[config.mk]
export PLATFORM = sky130hd
export DESIGN_NAME = game_ctrl
export DESIGN_NICKNAME = d
export VERILOG_FILES = /design/src/rtl/game_pkg.sv /design/src/rtl/serve_timer.sv /design/src/rtl/game_ctrl.sv
export SDC_FILE = /design/constraint.sdc
export NUM_CORES = 1
export LEC_CHECK = 0
export ABC_AREA = 0
export CORE_ASPECT_RATIO = 2
export CORE_MARGIN = 5
export CORE_UTILIZATION = 47
export CTS_BUF_LIST = sky130_fd_sc_hd__clkbuf_8
export DETAILED_ROUTE_END_ITERATION = 7
export GPL_ROUTABILITY_DRIVEN = 0
export GPL_TIMING_DRIVEN = 0
export PLACE_DENSITY = 0.76
export SLEW_MARGIN = 20
export SYNTH_ARGS = -nofsm -noshare
export SYNTH_HDL_FRONTEND = slang
export SYNTH_SLANG_ARGS = --single-unit
[constraint.sdc]
create_clock -name clk -period 2.13 [get_ports clk]
set_input_delay 0.3195 -clock clk [delete_from_list [all_inputs] [get_ports clk]]
set_output_delay 0.3195 -clock clk [all_outputs]
set_load 0.05 [all_outputs]
[src/rtl/game_pkg.sv]
// game_pkg: shared state encoding and counter widths for the brick-breaker
// game controller. The state encoding is visible on the game_ctrl state port
// and is decoded by the renderer and score display, so values are fixed.
package game_pkg;

  typedef enum logic [2:0] {
    IDLE        = 3'd0,
    SERVE       = 3'd1,
    RUN         = 3'd2,
    PAUSE       = 3'd3,
    LIFE_LOST   = 3'd4,
    LEVEL_CLEAR = 3'd5,
    WON         = 3'd6,
    LOST        = 3'd7
  } game_state_t;

  localparam int LIVES_W = 4;
  localparam int LEVEL_W = 4;

endpackage

[src/rtl/serve_timer.sv]
// serve_timer: counts frame_tick pulses while the ball waits to be served.
// Ports: clk/rst (async active-high); clear zeroes the count; enable gates
// counting; frame_tick is one pulse per frame; done pulses combinationally in
// the cycle that carries the SERVE_FRAMES-th tick since the last clear.
module serve_timer #(
  parameter int SERVE_FRAMES = 60
) (
  input  logic clk,
  input  logic rst,
  input  logic clear,
  input  logic frame_tick,
  input  logic enable,
  output logic done
);

  // The count only has to reach SERVE_FRAMES-1: the final tick raises done
  // instead of being stored.
  localparam int CNT_W = (SERVE_FRAMES > 1) ? $clog2(SERVE_FRAMES) : 1;
  localparam logic [CNT_W-1:0] LAST_CNT = CNT_W'(SERVE_FRAMES - 1);

  logic [CNT_W-1:0] cnt_q;
  logic [CNT_W-1:0] cnt_d;

  always_comb begin
    done  = enable && frame_tick && (cnt_q == LAST_CNT);
    cnt_d = cnt_q;
    if (clear) begin
      cnt_d = '0;
    end else if (enable && frame_tick) begin
      cnt_d = done ? '0 : cnt_q + 1'b1;
    end
  end

  always_ff @(posedge clk or posedge rst) begin
    if (rst) begin
      cnt_q <= '0;
    end else begin
      cnt_q <= cnt_d;
    end
  end

endmodule

[src/rtl/game_ctrl.sv]
// game_ctrl: top-level brick-breaker sequencer tracking lives, levels and
// remaining bricks, timing the serve in frames and gating ball motion.
// Ports: start_game/pause_toggle/frame_tick/brick_hit pulses and the
// ball_out_of_bounds level in; registered state, counters, ball_enable, and
// serve/level_load pulses plus game_won/game_lost status out.
module game_ctrl
  import game_pkg::*;
#(
  parameter int LIVES        = 3,
  parameter int LEVELS       = 4,
  parameter int BRICK_W      = 6,
  parameter int SERVE_FRAMES = 60
) (
  input  logic               clk,
  input  logic               rst,
  input  logic               start_game,
  input  logic               pause_toggle,
  input  logic               frame_tick,
  input  logic               ball_out_of_bounds,
  input  logic               brick_hit,
  input  logic [BRICK_W-1:0] bricks_total,
  output logic [2:0]         state,
  output logic [3:0]         lives_left,
  output logic [3:0]         level,
  output logic [BRICK_W-1:0] bricks_left,
  output logic               ball_enable,
  output logic               serve,
  output logic               level_load,
  output logic               game_won,
  output logic               game_lost
);

  localparam logic [LIVES_W-1:0] LIVES_INIT = LIVES_W'(LIVES);
  localparam logic [LEVEL_W-1:0] LAST_LEVEL = LEVEL_W'(LEVELS - 1);

  game_state_t        state_q, state_d;
  logic [LIVES_W-1:0] lives_q, lives_d;
  logic [LEVEL_W-1:0] level_q, level_d;
  logic [BRICK_W-1:0] bricks_q, bricks_d;
  logic               ball_enable_q, ball_enable_d;
  logic               serve_q, serve_d;
  logic               level_load_q, level_load_d;
  logic               won_q, won_d;
  logic               lost_q, lost_d;

  logic               timer_clear;
  logic               timer_en;
  logic               serve_done;
  logic               run_clear;
  logic [BRICK_W-1:0] bricks_dec;

  // The timer is held cleared outside SERVE, so every entry starts from zero
  // and PAUSE (which never passes through SERVE) cannot disturb it.
  assign timer_clear = (state_q != SERVE);
  assign timer_en    = (state_q == SERVE);

  serve_timer #(
    .SERVE_FRAMES(SERVE_FRAMES)
  ) u_serve_timer (
    .clk       (clk),
    .rst       (rst),
    .clear     (timer_clear),
    .frame_tick(frame_tick),
    .enable    (timer_en),
    .done      (serve_done)
  );

  always_comb begin
    state_d      = state_q;
    lives_d      = lives_q;
    level_d      = level_q;
    bricks_d     = bricks_q;
    serve_d      = 1'b0;
    level_load_d = 1'b0;

    // An empty level, or the hit that destroys the last brick, ends the level.
    run_clear  = (bricks_q == '0) || (brick_hit && (bricks_q == BRICK_W'(1)));
    // Saturating decrement so bricks_left never wraps.
    bricks_dec = (brick_hit && (bricks_q != '0)) ? bricks_q - 1'b1 : bricks_q;

    case (state_q)
      IDLE, WON, LOST: begin
        if (start_game) begin
          lives_d      = LIVES_INIT;
          level_d      = '0;
          bricks_d     = bricks_total;
          level_load_d = 1'b1;
          state_d      = SERVE;
        end
      end
      SERVE: begin
        if (serve_done) begin
          serve_d = 1'b1;
          state_d = RUN;
        end
      end
      RUN: begin
        // Clear outranks a simultaneous loss; the destroyed brick still counts.
        if (run_clear) begin
          bricks_d = bricks_dec;
          state_d  = LEVEL_CLEAR;
        end else if (ball_out_of_bounds) begin
          state_d = LIFE_LOST;
        end else if (pause_toggle) begin
          state_d = PAUSE;
        end else begin
          bricks_d = bricks_dec;
        end
      end
      PAUSE: begin
        if (pause_toggle) begin
          state_d = RUN;
        end
      end
      LIFE_LOST: begin
        lives_d = (lives_q != '0) ? lives_q - 1'b1 : '0;
        state_d = (lives_q <= LIVES_W'(1)) ? LOST : SERVE;
      end
      LEVEL_CLEAR: begin
        if (level_q == LAST_LEVEL) begin
          state_d = WON;
        end else begin
          level_d      = level_q + 1'b1;
          bricks_d     = bricks_total;
          level_load_d = 1'b1;
          state_d      = SERVE;
        end
      end
      default: begin
        state_d = IDLE;
      end
    endcase

    // Status flags follow the next state so they line up with state on output.
    ball_enable_d = (state_d == RUN);
    won_d         = (state_d == WON);
    lost_d        = (state_d == LOST);
  end

  always_ff @(posedge clk or posedge rst) begin
    if (rst) begin
      state_q       <= IDLE;
      lives_q       <= '0;
      level_q       <= '0;
      bricks_q      <= '0;
      ball_enable_q <= 1'b0;
      serve_q       <= 1'b0;
      level_load_q  <= 1'b0;
      won_q         <= 1'b0;
      lost_q        <= 1'b0;
    end else begin
      state_q       <= state_d;
      lives_q       <= lives_d;
      level_q       <= level_d;
      bricks_q      <= bricks_d;
      ball_enable_q <= ball_enable_d;
      serve_q       <= serve_d;
      level_load_q  <= level_load_d;
      won_q         <= won_d;
      lost_q        <= lost_d;
    end
  end

  assign state       = state_q;
  assign lives_left  = lives_q;
  assign level       = level_q;
  assign bricks_left = bricks_q;
  assign ball_enable = ball_enable_q;
  assign serve       = serve_q;
  assign level_load  = level_load_q;
  assign game_won    = won_q;
  assign game_lost   = lost_q;

endmodule
### Placed standard cells, run 1

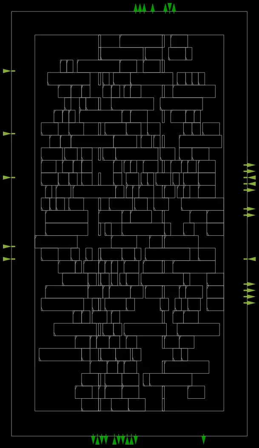
Placement Rows: 30
Seq area share: 34.4%
fillcell total: 314
post-layout util: 61.3%

### Sequential cells coloured by netlist name, run 1

Scale bar: 20 microns.
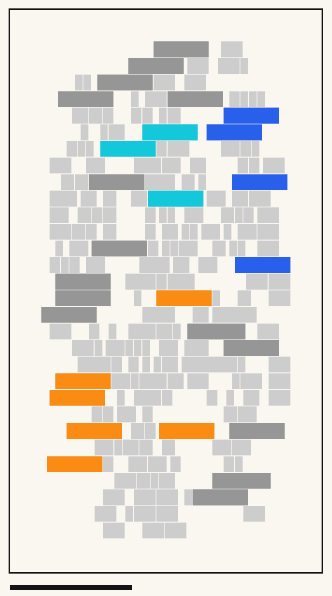
Cyan shows state, sequential cells 3. Blue shows lives_left, sequential cells 4, where top right. Orange shows bricks_left, sequential cells 6.
Another 15 sequential cells are not coloured.
Seq group: 0.655 mW
Register Area: 703 sq um

==> job_summary.md, run 1 <==
## Synthesis and layout report

| Metric | Value |
|---|---|
| Routed wire per std cell | `15.9 microns` |
| Num ports | `35` |
| Final setup violation count | `0` |
| CTS resizes | `0` |
| Slowest CP cell | `nor4_1` |
| Count of tool warnings | `29` |
| Worst path max stage delay | `0.70 ns` |
| Slew HR | `46.5%` |
| CP arrival | `2.26 ns` |
| # DRC | `0` |
| Adder-Cell Fraction of Synth Area | `3.95%` |
| Ys Warns | `0` |
| CP Capture Type | `flip-flop` |
| Setup slack, reg-to-reg | `0.03 ns` |
| Finished Layout Cells | `241` |
| Outcome | `completed` |
| Setup_tns | `0 ns` |
| TritonCTS Buffers | `3` |
| Crit path required time | `2.29 ns` |
| Met3 WL | `131 microns` |
| XOR Share, Synth | `1.66%` |
| Post-synthesis sequential area ratio | `44.2%` |
| Largest net degree at the start of global routing | `29` |
| Critical-path maximum fanout | `8` |
| Antenna viol nets, final | `0` |
| Area leader, netlist | `dfrtp_1` |
| Post-CTS Setup Inserts | `1` |
| Mapped Cells | `170` |
| Clk_lat worst skew | `0.27 ns` |
| Fmax | `0.477 GHz` |
| TAP cells | `32` |
| Placed instance count | `236` |
| Initial antenna violation count | `0` |
| RSZ-0062 raised after global routing | `false` |
| Slew Viols, Final | `0` |
| Ys flops | `28` |
| CP Class | `reg2reg` |
| Clock skew | `0.00363 ns` |
| Largest cell class by area | `combinational gates` |
### Cell area per tile, run 1

Scale bar: 20 microns. The die is cut into 5 by 9 equal tiles; white is low, dark blue is high, 0 to 100% covered.
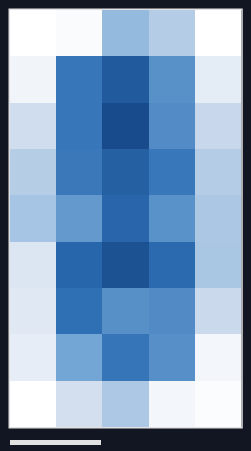
The densest ninth of the die: middle. The mean over all tiles is 43%. The fullest tile reaches 89%. 6.7% of the tiles are nearly empty. 16% of the tiles are over 75% full.
area of the core: 3340 sq um
Initial Util: 47.5%

[run 1: layer usage]
metal  GRT usage [%]  vias to the layer above
li1                -                      698
met1            17.2                      692
met2            33.4                       35
met3            2.60                        6
met4            5.84                        0
met5               0                        -
[run 1: critical path: cells and delay by family, from the launching register on]
kind             cells  cell delay [ns]
flip-flops           1             0.46
AND/OR/NAND/NOR      1             0.70
AND-OR/OR-AND        2             0.53
multiplexers         1             0.30
[run 1: state kept, by name, summed over array words and instances (netlist names)]
name,flops
game_lost,1
lives_left,4
level,4
bricks_left,6
game_won,1
serve,1
state,3
u_serve_timer.cnt_q,6
level_load,1
ball_enable,1
==> run 2, diff against run 1 <==
--- a/config.mk
+++ b/config.mk
@@ -13,6 +13,7 @@
 export DETAILED_ROUTE_END_ITERATION = 7
 export GPL_ROUTABILITY_DRIVEN = 0
 export GPL_TIMING_DRIVEN = 0
+export MAX_ROUTING_LAYER = met4
 export PLACE_DENSITY = 0.76
 export SLEW_MARGIN = 20
 export SYNTH_ARGS = -nofsm -noshare
### Placed standard cells, run 2

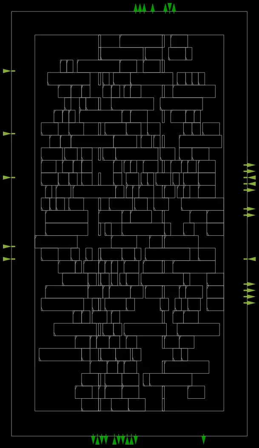
Finished Layout Cells: 241
Seq cells: 28
TAP cells: 32

### Cell area per tile, run 2

Scale bar: 20 microns. The die is cut into 5 by 9 equal tiles; white is low, dark blue is high, 0 to 100% covered.
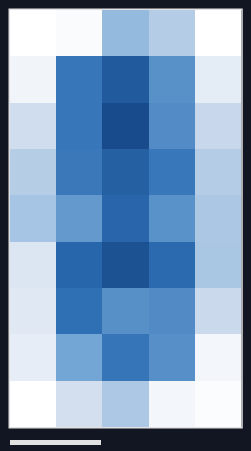
6.7% of the tiles are nearly empty. The densest ninth of the die: middle. The fullest tile reaches 89%. 16% of the tiles are over 75% full. The mean over all tiles is 43%.

==> job_summary.md, run 2 <==
## Synthesis and layout report

| Metric | Value |
|---|---|
| Outcome | `completed` |
| CP Class | `reg2reg` |
| Adder-Cell Fraction of Synth Area | `3.95%` |
| Ys Warns | `0` |
| Worst path max stage delay | `0.70 ns` |
| Kind of cell adding the most delay to the critical path | `simple AND/OR/NAND/NOR gates` |
| Setup slack, reg-to-reg | `0.03 ns` |
| TritonCTS Buffers | `3` |
| Clk_lat worst skew | `0.27 ns` |
| R2R depth | `4` |
| Num ports | `35` |
| Seq area share | `34.4%` |
| Area of the core | `3340 sq um` |
| CP arrival | `2.26 ns` |
| Critical path buffers and inverters | `0` |
| Slew Viols, Final | `0` |
| Register Area | `703 sq um` |
| Final setup violation count | `0` |
| Pwr Density | `642 nW/um^2` |
| Fillcell total | `314` |
| Seq group | `0.655 mW` |
| Main logic family | `simple AND/OR/NAND/NOR gates` |
| CP Capture Type | `flip-flop` |
| Antenna viol nets, final | `0` |
| Placement Rows | `30` |
| Fmax | `0.477 GHz` |
| Routed wire per std cell | `15.9 microns` |
| Mapped Cells | `170` |
| Critical-path maximum fanout | `8` |
| Crit path required time | `2.29 ns` |
| Critical path depth | `4` |
| Largest net degree at the start of global routing | `29` |
| Ys flops | `28` |
| RSZ-0062 raised after global routing | `false` |
| Post-synthesis sequential area ratio | `44.2%` |
| XOR Share, Synth | `1.66%` |
| Fraction of area in clock buffers and inverters | `2.20%` |
| Initial Util | `47.5%` |
| Largest cell class by area | `combinational gates` |
| # DRC | `0` |
| Post-layout util | `61.3%` |
| Count of tool warnings | `29` |
| Initial antenna violation count | `0` |
| Slew HR | `46.5%` |
## run 2: cell counts in the layout (fill, tap and decap cells not counted)
No cell type changed its count.
## run 2: through the flow
stage,instance area (sq um),setup TNS (ns)
after floorplan,1600,-0.0804
after global placement,1980,-0.0913
after detailed placement,1980,-0.544
after CTS,2040,0
after global routing,2050,0
final,2050,0
## run 2: metal layers
| layer | up-vias | track usage, % | share of wire, % |
|---|---|---|---|
| li1 | 698 | - | - |
| met3 | 6 | 2.60 | 3.6 |
| met4 | 0 | 5.84 | 1.4 |
| met5 | - | - | 0 |
| met1 | 693 | 17.1 | 36 |
| met2 | 37 | 33.4 | 59 |
## run 2: what timing repair did
item                                    4_1_cts  5_1_grt
hold endpoints to repair                      0        0
buffers inserted                              1        0
gates resized                                 0        3
endpoints found under the setup margin        3        4
pin swaps                                     1        0
Power figures rest on the tool's default switching activity, not on a simulated workload.
